## src/rtl/fft_twiddle_regread.sv

```systemverilog
// fft_twiddle_regread: registered twiddle lookup and operand fetch stage for a 64-point radix-2 FFT
module fft_twiddle_regread #(
  parameter int D_WIDTH    = 64,
  parameter int LOG2_WIDTH = 6,
  parameter int DATA_W     = 16,
  parameter int TW_W       = 9
) (
  input  logic                        clk,
  input  logic                        rst,
  input  logic                        en,
  input  logic [LOG2_WIDTH-1:0]       tw_index,
  input  logic [LOG2_WIDTH-1:0]       idx_a,
  input  logic [LOG2_WIDTH-1:0]       idx_b,
  input  logic [D_WIDTH*DATA_W-1:0]   regs_flat,
  output logic [TW_W-1:0]             tw_re,
  output logic [TW_W-1:0]             tw_im,
  output logic [DATA_W-1:0]           data_a,
  output logic [DATA_W-1:0]           data_b,
  output logic                        out_valid
);
  // quarter-wave magnitudes round(256*sin(2*pi*q/64)), q = 0..16
  localparam logic [TW_W-1:0] S [17] = '{
    9'd0,   9'd25,  9'd50,  9'd74,  9'd98,  9'd121, 9'd142, 9'd162, 9'd181,
    9'd198, 9'd213, 9'd226, 9'd237, 9'd245, 9'd251, 9'd255, 9'd256
  };
  // -sin table built from the quarter wave; +256 at index 48 clips to 255
  function automatic logic [TW_W-1:0] tbl(input logic [LOG2_WIDTH-1:0] j);
    logic [4:0] q;
    logic [TW_W-1:0] m;
    q = j[4] ? 5'd16 - {1'b0, j[3:0]} : {1'b0, j[3:0]};
    m = S[q];
    return j[5] ? (m[8] ? 9'd255 : m) : 9'd0 - m;
  endfunction
  logic [TW_W-1:0]   re_q, re_d, im_q, im_d;
  logic [DATA_W-1:0] a_q, a_d, b_q, b_d;
  logic              valid_q, valid_d;
  logic [LOG2_WIDTH-1:0] re_idx;
  assign re_idx = tw_index + 6'd48;
  // next-state: capture fresh lookups when enabled, otherwise hold
  always_comb begin
    re_d    = en ? tbl(re_idx) : re_q;
    im_d    = en ? tbl(tw_index) : im_q;
    a_d     = en ? regs_flat[DATA_W*idx_a +: DATA_W] : a_q;
    b_d     = en ? regs_flat[DATA_W*idx_b +: DATA_W] : b_q;
    valid_d = en;
  end
  // output registers with asynchronous active-low clear
  always_ff @(posedge clk or negedge rst) begin
    if (!rst) begin
      re_q    <= '0;
      im_q    <= '0;
      a_q     <= '0;
      b_q     <= '0;
      valid_q <= 1'b0;
    end else begin
      re_q    <= re_d;
      im_q    <= im_d;
      a_q     <= a_d;
      b_q     <= b_d;
      valid_q <= valid_d;
    end
  end
  assign tw_re     = re_q;
  assign tw_im     = im_q;
  assign data_a    = a_q;
  assign data_b    = b_q;
  assign out_valid = valid_q;
endmodule

```

## config.mk

```make
export PLATFORM = sky130hd
export DESIGN_NAME = fft_twiddle_regread
export DESIGN_NICKNAME = d
export VERILOG_FILES = /design/src/rtl/fft_twiddle_regread.sv
export SDC_FILE = /design/constraint.sdc
export NUM_CORES = 1
export LEC_CHECK = 0
export CAP_MARGIN = 20
export CORE_AREA = 4 4 425 427
export CTS_CLUSTER_DIAMETER = 120
export DETAILED_ROUTE_END_ITERATION = 8
export DIE_AREA = 0 0 429 431
export SLEW_MARGIN = 20
export SYNTH_ARGS = -nofsm -noshare
export SYNTH_HDL_FRONTEND = slang
export SYNTH_SLANG_ARGS = --single-unit
```

## constraint.sdc

```tcl
create_clock -name clk -period 0.85 [get_ports clk]
set_input_delay 0.085 -clock clk [delete_from_list [all_inputs] [get_ports clk]]
set_output_delay 0.085 -clock clk [all_outputs]
set_load 0.03 [all_outputs]
```

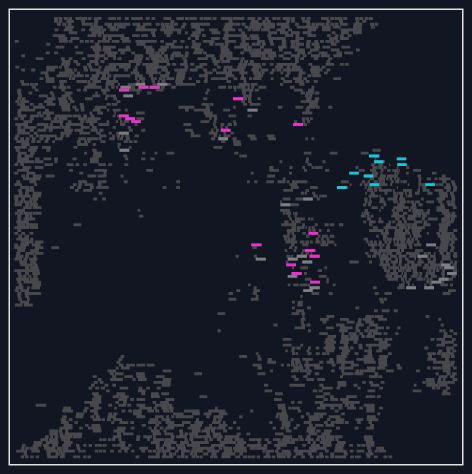
(register map, names as in the netlist)
Other sequential cells in the stronger grey, the rest of the logic in the fainter grey.
netlist name	colour	flops
data_a	magenta	16
tw_re	cyan	9
not coloured	26
post-layout util: 22.7%
sequential group power: 3.51 mW
Seq/total area: 3.25%
combined flip-flop and latch cell area: 1300 sq um

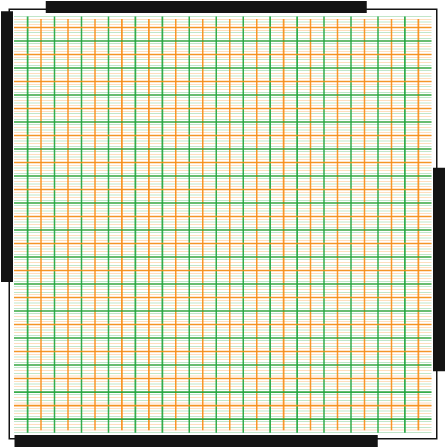
(PDN straps and rails)
Pins as bars on the die edge.
net	colour
VDD	orange
VSS	green
signal pins	1096
met5 straps	30
rows	154
met1 rails	155
met4 straps	30
overall die height: 431 microns
maximum ir drop on the vdd rail: 0.000786 V

==> flow_results.org <==
#+TITLE: Flow metrics

** Status
- The flow ran to the end, but the final reports show violations.
- The final reports fail on setup timing.

** Finish
- For this run, combinational gates with multiple inputs come to 1116.
- Ratio of cells with drive above 1 in the final layout :: 49.9%
- The layout report lists the multi-input gate area as 18000 sq um.
- Seq Cell Count :: 51

** Critical path
- Kind of cell adding the most delay to the critical path :: multiplexers
- Per STA, the highest per-stage delay on the worst path measures 0.56 ns.
- Cell-by-cell trace of the critical path :: buf_16 > buf_12 > buf_12 > mux4_2 > mux4_2 > a222oi_1 > buf_4 > o21ai_2

** STA
- Setup violation total in the final timing report :: 101
- Final hold analysis gives a worst-case slack of 0.146 ns.
- Static timing analysis puts the maximum clock frequency at 0.461 GHz.
- The routed design could run at a clock period as short as 2.17 ns.
- Setup WS post-layout :: -1.32 ns

** Synth
- Dominant cell area share :: 67.3%
- Grouping non-sequential cells by family puts the most area in multiplexers.
- Simple-gate portion of the synthesized area :: 5.00%
- Total standard cell area after synthesis :: 19300 sq um
- Warnings reported by Yosys during synthesis add up to 0.

** Place
- Count of buffers from port buffering :: 1095
- Detailed Place HPWL :: 188 mm

** Power
- Clock distribution power :: 2.56 mW
- The script extracted a total leakage power of 14.3 nW.
- Group drawing the most power :: combinational cells

** Detailed routing
- Detailed-routing iteration count for the pre-antenna-repair pass :: 7
- In the detailed route, the total length drawn on met2 is 103 mm.
- The routed design has 211 mm of wire.

** CTS
- Clock Sinks :: 51
- In this run the number of H-tree levels came out at 2.
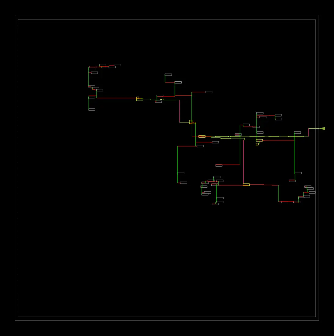
(clock wiring as the flow saved it)
Layout Skew: 0 ns
Clock Buffer Count: 5

==> synth_stat cells, types with 4 or more instances <==
library cell and n:
sky130_fd_sc_hd__nand3b_1 6, sky130_fd_sc_hd__a222oi_1 32, sky130_fd_sc_hd__buf_1 31, sky130_fd_sc_hd__a211oi_1 32, sky130_fd_sc_hd__mux2_2 69, sky130_fd_sc_hd__a21o_1 4, sky130_fd_sc_hd__ha_1 9, sky130_fd_sc_hd__nand2b_1 15
sky130_fd_sc_hd__a21oi_1 17, sky130_fd_sc_hd__a211o_1 31, sky130_fd_sc_hd__o211ai_1 4, sky130_fd_sc_hd__or2_2 4, sky130_fd_sc_hd__nand3_1 12, sky130_fd_sc_hd__nor3b_1 7, sky130_fd_sc_hd__mux2i_1 37, sky130_fd_sc_hd__dfrtp_1 51
sky130_fd_sc_hd__inv_1 13, sky130_fd_sc_hd__mux4_2 576, sky130_fd_sc_hd__buf_2 59, sky130_fd_sc_hd__o221ai_1 4, sky130_fd_sc_hd__o22ai_1 35, sky130_fd_sc_hd__and2_1 4, sky130_fd_sc_hd__nor2_1 27, sky130_fd_sc_hd__o211a_1 4
sky130_fd_sc_hd__xnor2_1 4, sky130_fd_sc_hd__clkbuf_1 100, sky130_fd_sc_hd__o21ai_0 55, sky130_fd_sc_hd__nor3_1 9, sky130_fd_sc_hd__a31oi_1 4, sky130_fd_sc_hd__nor2b_1 37, sky130_fd_sc_hd__nand2_1 23
==> registers in the layout, summed over array words and instances (netlist names) <==
| signal | count |
|---|---|
| out_valid | 1 |
| tw_re | 9 |
| tw_im | 9 |
| data_a | 16 |
| data_b | 16 |
==> timing repair <==
action,in CTS,in global routing
pin swaps,52,55
endpoints found under the setup margin,101,101
resized,379,115
gates cloned,10,4
setup buffers,55,36
hold buffers,1,0
hold endpoints to repair,51,0
Power figures rest on the tool's default switching activity, not on a simulated workload.
